$ cat config.mk
export PLATFORM = sky130hd
export DESIGN_NAME = fetch_queue_unit
export DESIGN_NICKNAME = d
export VERILOG_FILES = /design/src/rtl/fetch_queue_unit_pkg.sv /design/src/rtl/fetch_queue_unit_fifo.sv /design/src/rtl/fetch_queue_unit.sv
export SDC_FILE = /design/constraint.sdc
export NUM_CORES = 1
export LEC_CHECK = 0
export CAP_MARGIN = 20
export CORE_MARGIN = 2
export CORE_UTILIZATION = 29
export CTS_BUF_LIST = sky130_fd_sc_hd__clkbuf_16
export CTS_CLUSTER_DIAMETER = 40
export DETAILED_ROUTE_END_ITERATION = 7
export MAX_ROUTING_LAYER = met4
export PLACE_DENSITY = 0.44
export SKIP_LAST_GASP = 1
export SLEW_MARGIN = 0
export SYNTH_ARGS = -nofsm -noshare
export SYNTH_HDL_FRONTEND = slang
export SYNTH_SLANG_ARGS = --single-unit
$ cat constraint.sdc
create_clock -name clk -period 4.7 [get_ports clk]
set_input_delay 0.47 -clock clk [delete_from_list [all_inputs] [get_ports clk]]
set_output_delay 0.47 -clock clk [all_outputs]
set_load 0.05 [all_outputs]
$ cat src/rtl/fetch_queue_unit_pkg.sv
// Shared constants and helpers for the fetch queue unit and later pipeline stages.
package fetch_queue_unit_pkg;

    // Byte distance between consecutive sequential fetch addresses.
    localparam int unsigned PC_STEP = 4;

    // Canonical RISC-V NOP (addi x0, x0, 0); later stages insert it as a bubble.
    localparam logic [31:0] NOP_INSTR = 32'h0000_0013;

    // Width of a counter able to hold the values 0..d inclusive.
    function automatic int unsigned fetch_cnt_w(input int unsigned d);
        return $clog2(d) + 1;
    endfunction

endpackage

$ cat src/rtl/fetch_queue_unit_fifo.sv
// Synchronous FIFO with flush, used as the fetched-instruction queue.
// Read data is the head entry (first-word-fall-through).
// The caller never pushes when full unless it also pops in the same cycle.
module fetch_queue_unit_fifo
    import fetch_queue_unit_pkg::*;
#(
    parameter int unsigned DEPTH = 4,
    parameter int unsigned WIDTH = 64
) (
    input  logic                             clk,
    input  logic                             rst,
    input  logic                             flush,
    input  logic                             push,
    input  logic                             pop,
    input  logic [WIDTH-1:0]                 wdata,
    output logic [WIDTH-1:0]                 rdata,
    output logic                             full,
    output logic                             empty,
    output logic [fetch_cnt_w(DEPTH)-1:0]    count
);

    localparam int unsigned AW   = $clog2(DEPTH);
    localparam int unsigned CntW = fetch_cnt_w(DEPTH);

    logic [WIDTH-1:0] mem_q [DEPTH];
    logic [AW-1:0]    wr_ptr_q;
    logic [AW-1:0]    rd_ptr_q;
    logic [CntW-1:0]  count_q;

    // Pointer and occupancy tracking; flush empties the queue in one cycle.
    always_ff @(posedge clk) begin
        if (!rst) begin
            wr_ptr_q <= '0;
            rd_ptr_q <= '0;
            count_q  <= '0;
        end else if (flush) begin
            wr_ptr_q <= '0;
            rd_ptr_q <= '0;
            count_q  <= '0;
        end else begin
            if (push) wr_ptr_q <= wr_ptr_q + 1'b1;
            if (pop)  rd_ptr_q <= rd_ptr_q + 1'b1;
            if (push && !pop)      count_q <= count_q + 1'b1;
            else if (!push && pop) count_q <= count_q - 1'b1;
        end
    end

    // Storage is not reset; occupancy alone decides which entries are meaningful.
    always_ff @(posedge clk) begin
        if (push) mem_q[wr_ptr_q] <= wdata;
    end

    assign rdata = mem_q[rd_ptr_q];
    assign full  = (count_q == DEPTH[CntW-1:0]);
    assign empty = (count_q == '0);
    assign count = count_q;

endmodule

$ cat src/rtl/fetch_queue_unit.sv
// Fetch stage: owns the PC, issues in-order imem requests and queues returned
// instructions with their PCs for decode. A redirect flushes the queue and
// discards every response still in flight at that point.
module fetch_queue_unit
    import fetch_queue_unit_pkg::*;
#(
    parameter int unsigned     XLEN         = 32,
    parameter int unsigned     ILEN         = 32,
    parameter int unsigned     DEPTH        = 4,
    parameter logic [XLEN-1:0] RESET_VECTOR = '0
) (
    input  logic            clk,
    input  logic            rst,
    input  logic            redirect_valid,
    input  logic [XLEN-1:0] redirect_addr,
    output logic            imem_req_valid,
    output logic [XLEN-1:0] imem_req_addr,
    input  logic            imem_req_ready,
    input  logic            imem_rsp_valid,
    input  logic [ILEN-1:0] imem_rsp_data,
    output logic            dec_valid,
    output logic [ILEN-1:0] dec_instr,
    output logic [XLEN-1:0] dec_pc,
    input  logic            dec_ready
);

    localparam int unsigned     CntW     = fetch_cnt_w(DEPTH);
    localparam logic [CntW:0]   DepthLim = DEPTH[CntW:0];
    localparam logic [XLEN-1:0] Step     = XLEN'(PC_STEP);

    logic [XLEN-1:0] pc_q, pc_d;
    logic [XLEN-1:0] rsp_pc_q, rsp_pc_d;
    logic [CntW-1:0] out_q, out_d;
    logic [CntW-1:0] drop_q, drop_d;
    logic [CntW-1:0] count;
    logic [CntW:0]   in_use;
    logic [XLEN-1:0] target;
    logic            full, empty;
    logic            accept, keep, push, pop;
    logic [XLEN+ILEN-1:0] head;

    // Queued entries plus in-flight requests bound issue, so every response fits.
    assign in_use         = {1'b0, count} + {1'b0, out_q};
    assign imem_req_valid = rst && !redirect_valid && (in_use < DepthLim);
    assign imem_req_addr  = pc_q;
    assign accept         = imem_req_valid && imem_req_ready;

    assign keep   = imem_rsp_valid && (drop_q == '0);
    assign pop    = dec_valid && dec_ready && !redirect_valid;
    assign push   = keep && !redirect_valid && (!full || pop);
    assign target = redirect_addr & ~XLEN'(3);

    // Next-state for PC, response tag and the in-flight/drop counters.
    always_comb begin
        out_d    = out_q + CntW'(accept) - CntW'(imem_rsp_valid);
        pc_d     = accept ? pc_q + Step : pc_q;
        rsp_pc_d = push ? rsp_pc_q + Step : rsp_pc_q;
        drop_d   = (imem_rsp_valid && drop_q != '0) ? drop_q - 1'b1 : drop_q;
        if (redirect_valid) begin
            pc_d     = target;
            rsp_pc_d = target;
            // Everything still outstanding after this cycle belongs to the old path.
            drop_d   = out_d;
        end
    end

    // State register.
    always_ff @(posedge clk) begin
        if (!rst) begin
            pc_q     <= RESET_VECTOR;
            rsp_pc_q <= RESET_VECTOR;
            out_q    <= '0;
            drop_q   <= '0;
        end else begin
            pc_q     <= pc_d;
            rsp_pc_q <= rsp_pc_d;
            out_q    <= out_d;
            drop_q   <= drop_d;
        end
    end

    fetch_queue_unit_fifo #(
        .DEPTH (DEPTH),
        .WIDTH (XLEN + ILEN)
    ) u_queue (
        .clk   (clk),
        .rst   (rst),
        .flush (redirect_valid),
        .push  (push),
        .pop   (pop),
        .wdata ({rsp_pc_q, imem_rsp_data}),
        .rdata (head),
        .full  (full),
        .empty (empty),
        .count (count)
    );

    assign dec_valid = rst && !empty;
    assign dec_pc    = head[ILEN +: XLEN];
    assign dec_instr = head[ILEN-1:0];

endmodule

==> run_1/pdn.png <==
Pins as bars on the die edge. Tap cells in grey.
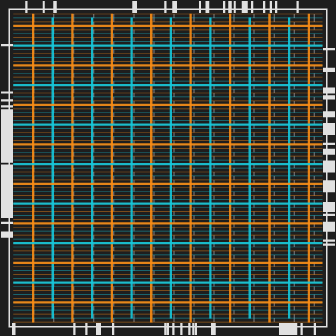
| colour | net |
|---|---|
| cyan | VDD |
| orange | VSS |
met1 rails: 79
signal pins: 168
rows: 78
tap cells: 600

==> run_1/cell_classes.png <==
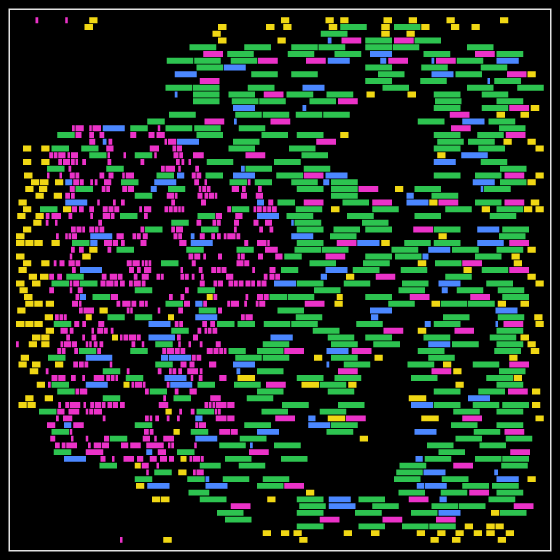
| colour | class | cells | share of their area |
|---|---|---|---|
| green | flops | 323 | 54% |
| magenta | all other logic | 510 | 25% |
| yellow | other buffers and delay cells | 176 | 11% |
| blue | clock drivers and dummy loads | 100 | 11% |

==> run_1/clock_map.png <==
The bar under the picture is 50 um long.
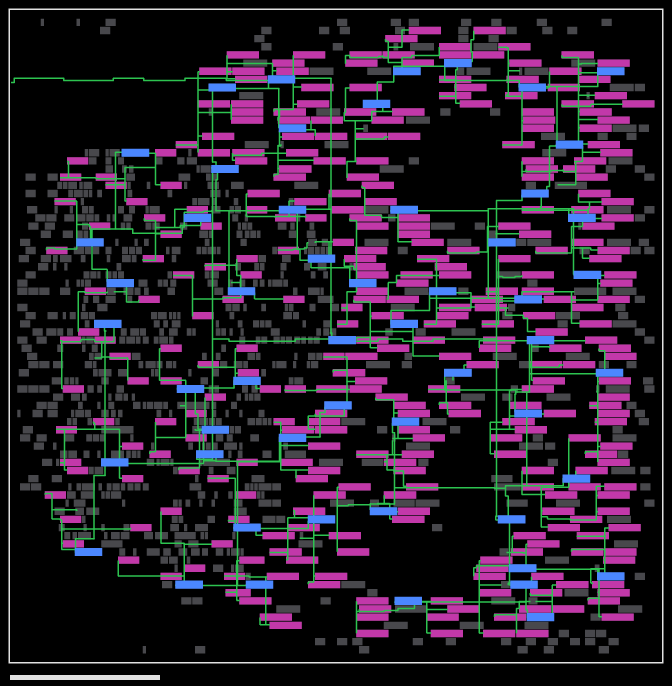
[magenta] flip-flops | count: 323
[green] clock wires | length: 4660 um
[blue] cells driving clock nets | count: 53
routed clock nets: 54
flops lie: all over the die
fraction of power consumed by the clock network: 48.6%
Worst-Skew Late Latency: 580 ps

==> run_1/metal_stack.png <==
The bar under the picture is 50 um long.
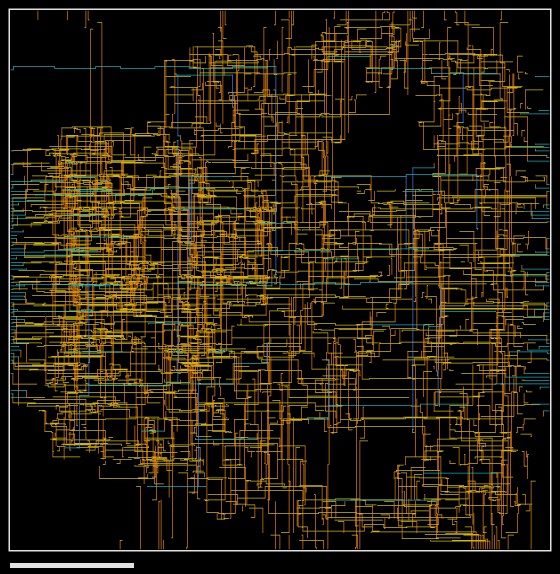
| colour | layer | wire length |
|---|---|---|
| orange | met2 | 15000 um |
| cyan | met3 | 1740 um |
| yellow | met1 | 16100 um |
| blue | met4 | 651 um |
Global Route Usage Sum: 14.7%
via total after detailed routing: 8205
final wirelength: 33600 um
post-detailed-route wirelength per cell: 19.6 um

==> impl_metrics.py, run 1 <==
# Metrics from the implementation run
metrics = {
    "outcome": {
        "outcome": "finished clean",
    },
    "logic_synthesis": {
        "top_area_cell": "edfxtp_1",
        "synthesized_area_fraction_occupied_by_ao_oa_aoi_and_oai_cells_pct": 6.55,
        "ys_sh_mux_pct": 11.7,
        "top_cells_by_count": "edfxtp_1 (248), dfxtp_1 (75), mux4_2 (62), nand2_1 (57), a21oi_1 (44)",
        "synth-cells-yosys": 879,
        "ys_seq_share_pct": 67.6,
        "postSynthRegisterBits": 323,
        "ys_dominant_reg_cell": "edfxtp_1",
    },
    "clock_tree": {
        "cts.clk_slew.worst_paths_ps": 50,
        "cts_tree": "built",
        "cts-root-to-sink-buffers": 3,
        "cts-resized-gates": 0,
        "sink_count": 323,
    },
    "timing": {
        "max_freq_mhz": 289,
        "hold_ws_ps": 496,
        "finalCriticalPeriod_ps": 3470,
        "tightest_slew_ps": 1030,
        "worst_slack_ps": 1230,
    },
    "layout": {
        "fin_nets": 1149,
        "regMostFlops": "u_queue.mem_q",
        "finish.instance_area_um2": 17400,
        "layoutNonFillerInstCount": 1709,
    },
    "worst_setup_path": {
        "worst-path-stages": 3,
        "path_max_fanout": 19,
        "worst_path_largest_cell_delay_ps": 780,
        "worst-endpoint-required_ps": 4230,
        "critical_path.startpoint_type": "flop",
        "worstPathBufferInverterCount": 2,
        "timing.critical_path.to": "dec_pc[27]",
    },
    "grt": {
        "grt_pass1_wl_um": 51500,
    },
    "place": {
        "numPortBuffers": 161,
    },
    "power": {
        "vdd_drop_max_mv": 0.253,
        "clock_network_power_consumption_uw": 3830,
        "power.density_nw_per_um2": 453,
        "power-top-group": "clock",
        "combPwrFrac_pct": 9.8,
    },
    "floorplan": {
        "core_area_um2": 45200,
        "die_height_um": 218,
        "placement_rows": 78,
        "die_footprint_um2": 47400,
    },
    "route": {
        "antenna_violating_nets_post_route": 0,
        "detailedRoute.firstPassIterationCount": 5,
    },
    "run": {
        "warning_count": 32,
    },
}
-- run 1: metal layers --
| metal | track usage (%) | wire length [um] | vias up |
|---|---|---|---|
| met2 | 21.7 | 15000 | 220 |
| met1 | 20.3 | 16100 | 4091 |
| met4 | 4.89 | 651 | 0 |
| li1 | - | - | 3853 |
| met5 | - | 0 | - |
| met3 | 3.05 | 1740 | 41 |
-- run 1: area by class of cell --
| type | instances | area (um2) | share of cell area, % |
|---|---|---|---|
| timing repair buffer | 176 | 1790 | 10.3 |
| sequential | 323 | 8960 | 51.5 |
| inverter | 23 | 86.3 | 0.497 |
| clock inverter | 45 | 414 | 2.38 |
| tap | 600 | 751 | 4.32 |
| multi-input combinational | 487 | 4010 | 23.1 |
| clock buffer | 55 | 1380 | 7.92 |
==> run_1/final_congestion.png <==
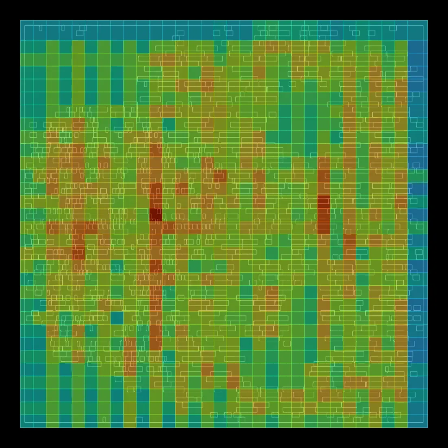

## Run 2: what changed since run 1
Settings changed: PLACE_DENSITY 0.44 to 0.46.
Clock period 4.7 ns to 3.1 ns, I/O delays scaled along.
==> run_2/final_congestion.png <==
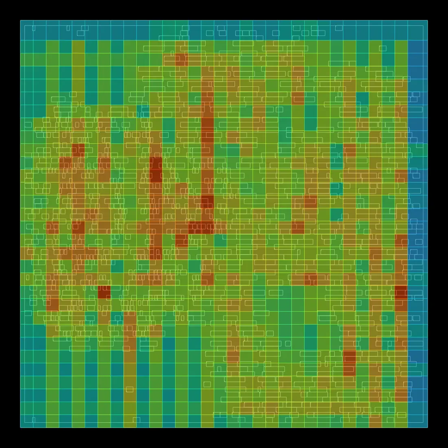
met2 track demand over resource: 21.6%
Global Route Usage Sum: 14.8%
post-detailed-route wirelength per cell: 19.5 um
busiest layer in global routing: met2
met3 track demand over resource in global routing: 2.86%

==> run_2/clock_map.png <==
The bar under the picture is 50 um long.
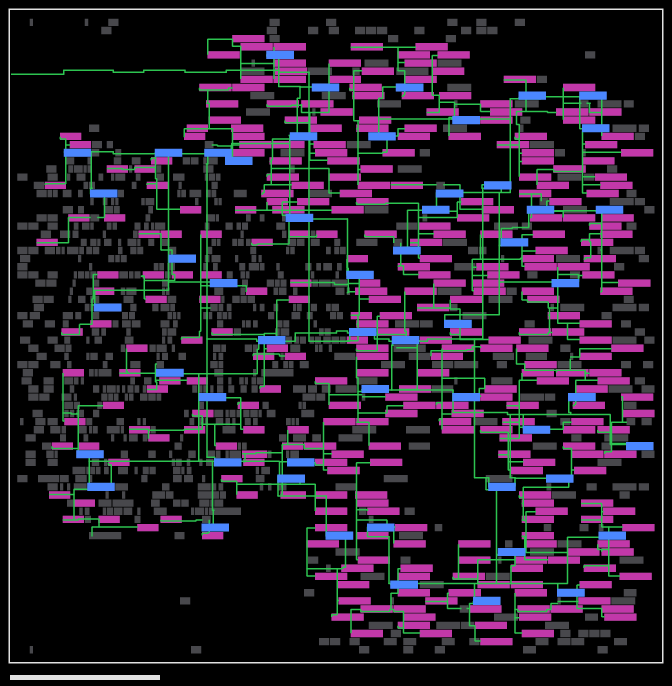
maximum clock skew at final layout: 25.5 ps
fraction of power consumed by the clock network: 47.8%
clock network power consumption: 5660 uW

==> run_2/cell_classes.png <==
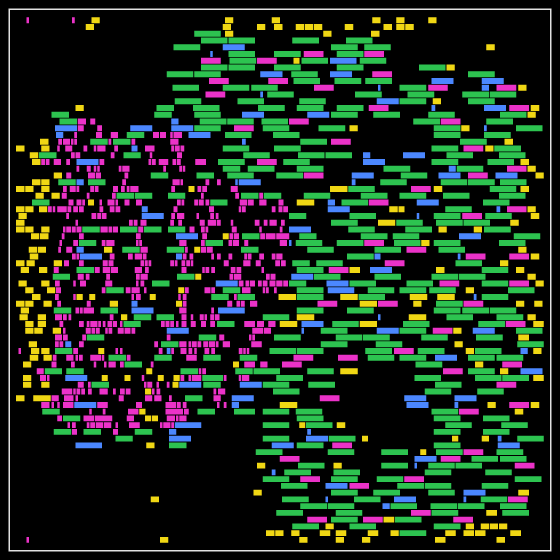
number of placement rows: 78
summed area of non-filler cells in the final layout: 17700 um2
Core Area: 45200 um2
final design utilization: 39.2%

==> run 2 against run 1 <==
Effect of this change:
- count of clock-buffer cells in the layout is 1 lower
- clock power rose by 48%
- clock skew is 14 ps higher
- synthesized cell count unchanged
- routed wire length grew 0.72%
- synthesized area unchanged
- sequential cell count stayed put
- largest cell class unchanged
- total power grew 50%
- first-iteration DRC count grew 6.3%
- critical path depth stayed put
- cell count up 1.6%
- final area is 1.8% higher
==> impl_metrics.py, run 2 <==
# Metrics from the implementation run
metrics = {
    "floorplan": {
        "die_height_um": 218,
        "die_footprint_um2": 47400,
        "top_level_ports": 168,
    },
    "timing": {
        "worst_slack_ps": 141,
        "tightest_slew_ps": 630,
        "min_period_over_period_pct": 95.4,
        "report.final.setup_viol": 0,
        "hold_ws_ps": 364,
        "finalCriticalPeriod_ps": 2960,
        "max_freq_mhz": 338,
    },
    "route": {
        "detailedRoute.firstPassIterationCount": 5,
        "met2_wirelength_um": 15100,
        "postRouteWirelength_um": 33800,
        "antenna_violating_nets_post_route": 0,
        "route.vias.total": 8373,
        "top_metal_layer_carrying_routed_signals": "met4",
        "remaining_drc_errors": 0,
        "drt-met1-wl_um": 15900,
        "met3WireLength_um": 2190,
    },
    "grt": {
        "use_met1_pct": 20.6,
        "grt.overflow.total": 0,
        "number_of_global_route_vias_before_repair": 8616,
        "grt_pass1_wl_um": 51800,
    },
    "power": {
        "seq-power_uw": 4960,
        "power-top-group": "clock",
        "p_sw_share_pct": 25.4,
        "p_int_uw": 8840,
        "power.static_leakage_uw": 0.00595,
        "power.density_nw_per_um2": 669,
        "combPwrFrac_pct": 10.3,
        "vdd_drop_max_mv": 0.472,
        "comb_power_uw": 1220,
        "net-switching-power_uw": 3010,
    },
    "logic_synthesis": {
        "ys_sh_mux_pct": 11.7,
        "ys_dominant_reg_cell": "edfxtp_1",
        "synthesized_area_fraction_occupied_by_ao_oa_aoi_and_oai_cells_pct": 6.55,
        "ys_seq_share_pct": 67.6,
        "mappedNetlistArea_um2": 13200,
        "netlist_instances": 879,
        "synth-cells-yosys": 879,
        "top_cells_by_count": "edfxtp_1 (248), dfxtp_1 (75), mux4_2 (62), nand2_1 (57), a21oi_1 (44)",
        "synthSimpleGateAreaFrac_pct": 9.09,
        "enable_flop_cells": 248,
        "postSynthRegisterBits": 323,
        "top_area_cell": "edfxtp_1",
    },
    "layout": {
        "layoutNonFillerInstCount": 1736,
        "regMostFlops": "u_queue.mem_q",
        "n_antenna_cell": 0,
        "fin_nets": 1176,
    },
    "clock_tree": {
        "cts_tree": "built",
        "cts-htree-levels": 2,
        "cts-root-buf": "clkbuf_16",
        "worst_skew_pair.late_latency_ps": 580,
        "cts-root-to-sink-buffers": 3,
        "cts.clk_slew.worst_paths_ps": 50,
        "sink_count": 323,
    },
    "place": {
        "post_dp_cell_area_um2": 15900,
        "globalplace.congestion": 0.791,
        "dpl.hpwl_um": 22100,
        "numPortBuffers": 161,
    },
    "worst_setup_path": {
        "worst_path_largest_cell_delay_ps": 720,
        "path_max_fanout": 17,
        "worst-endpoint-required_ps": 2790,
        "critical_path.top_delay_family": "buffers and inverters",
        "critical_path.startpoint_type": "flop",
        "timing.setup.critical_path_class": "reg -> out",
        "setup.worst_path.end_class": "output port",
        "worstPathBufferInverterCount": 2,
        "reg2reg_from": "u_queue.count[2]",
    },
    "outcome": {
        "outcome": "finished clean",
    },
    "run": {
        "warning_count": 32,
    },
}
## run 2: worst paths after layout
| path | cells past startpoint | slack [ps] | end |
|---|---|---|---|
| max reg2reg | 12 | 230 | drop_q[2] |
| min | 3 | 360 | rsp_pc_q[13] |
| max | 3 | 140 | dec_pc[18] |
| min reg2reg | 2 | 500 | u_queue.wr_ptr_q[1] |
## run 2: layout make-up
class | count | area, um2 | area share [%]
clock inverter | 46 | 398 | 2.25
sequential | 323 | 8960 | 50.6
clock buffer | 54 | 1350 | 7.63
timing repair buffer | 203 | 2150 | 12.1
inverter | 23 | 86.3 | 0.488
multi-input combinational | 487 | 4010 | 22.7
tap | 600 | 751 | 4.24
## run 2: what timing repair did
action | in CTS | in global routing
gates resized | 1 | 15
hold endpoints to repair | 0 | 0
setup endpoints to repair | 1 | 15
hold buffers | 0 | 0
Power and IR drop assume default switching activity.
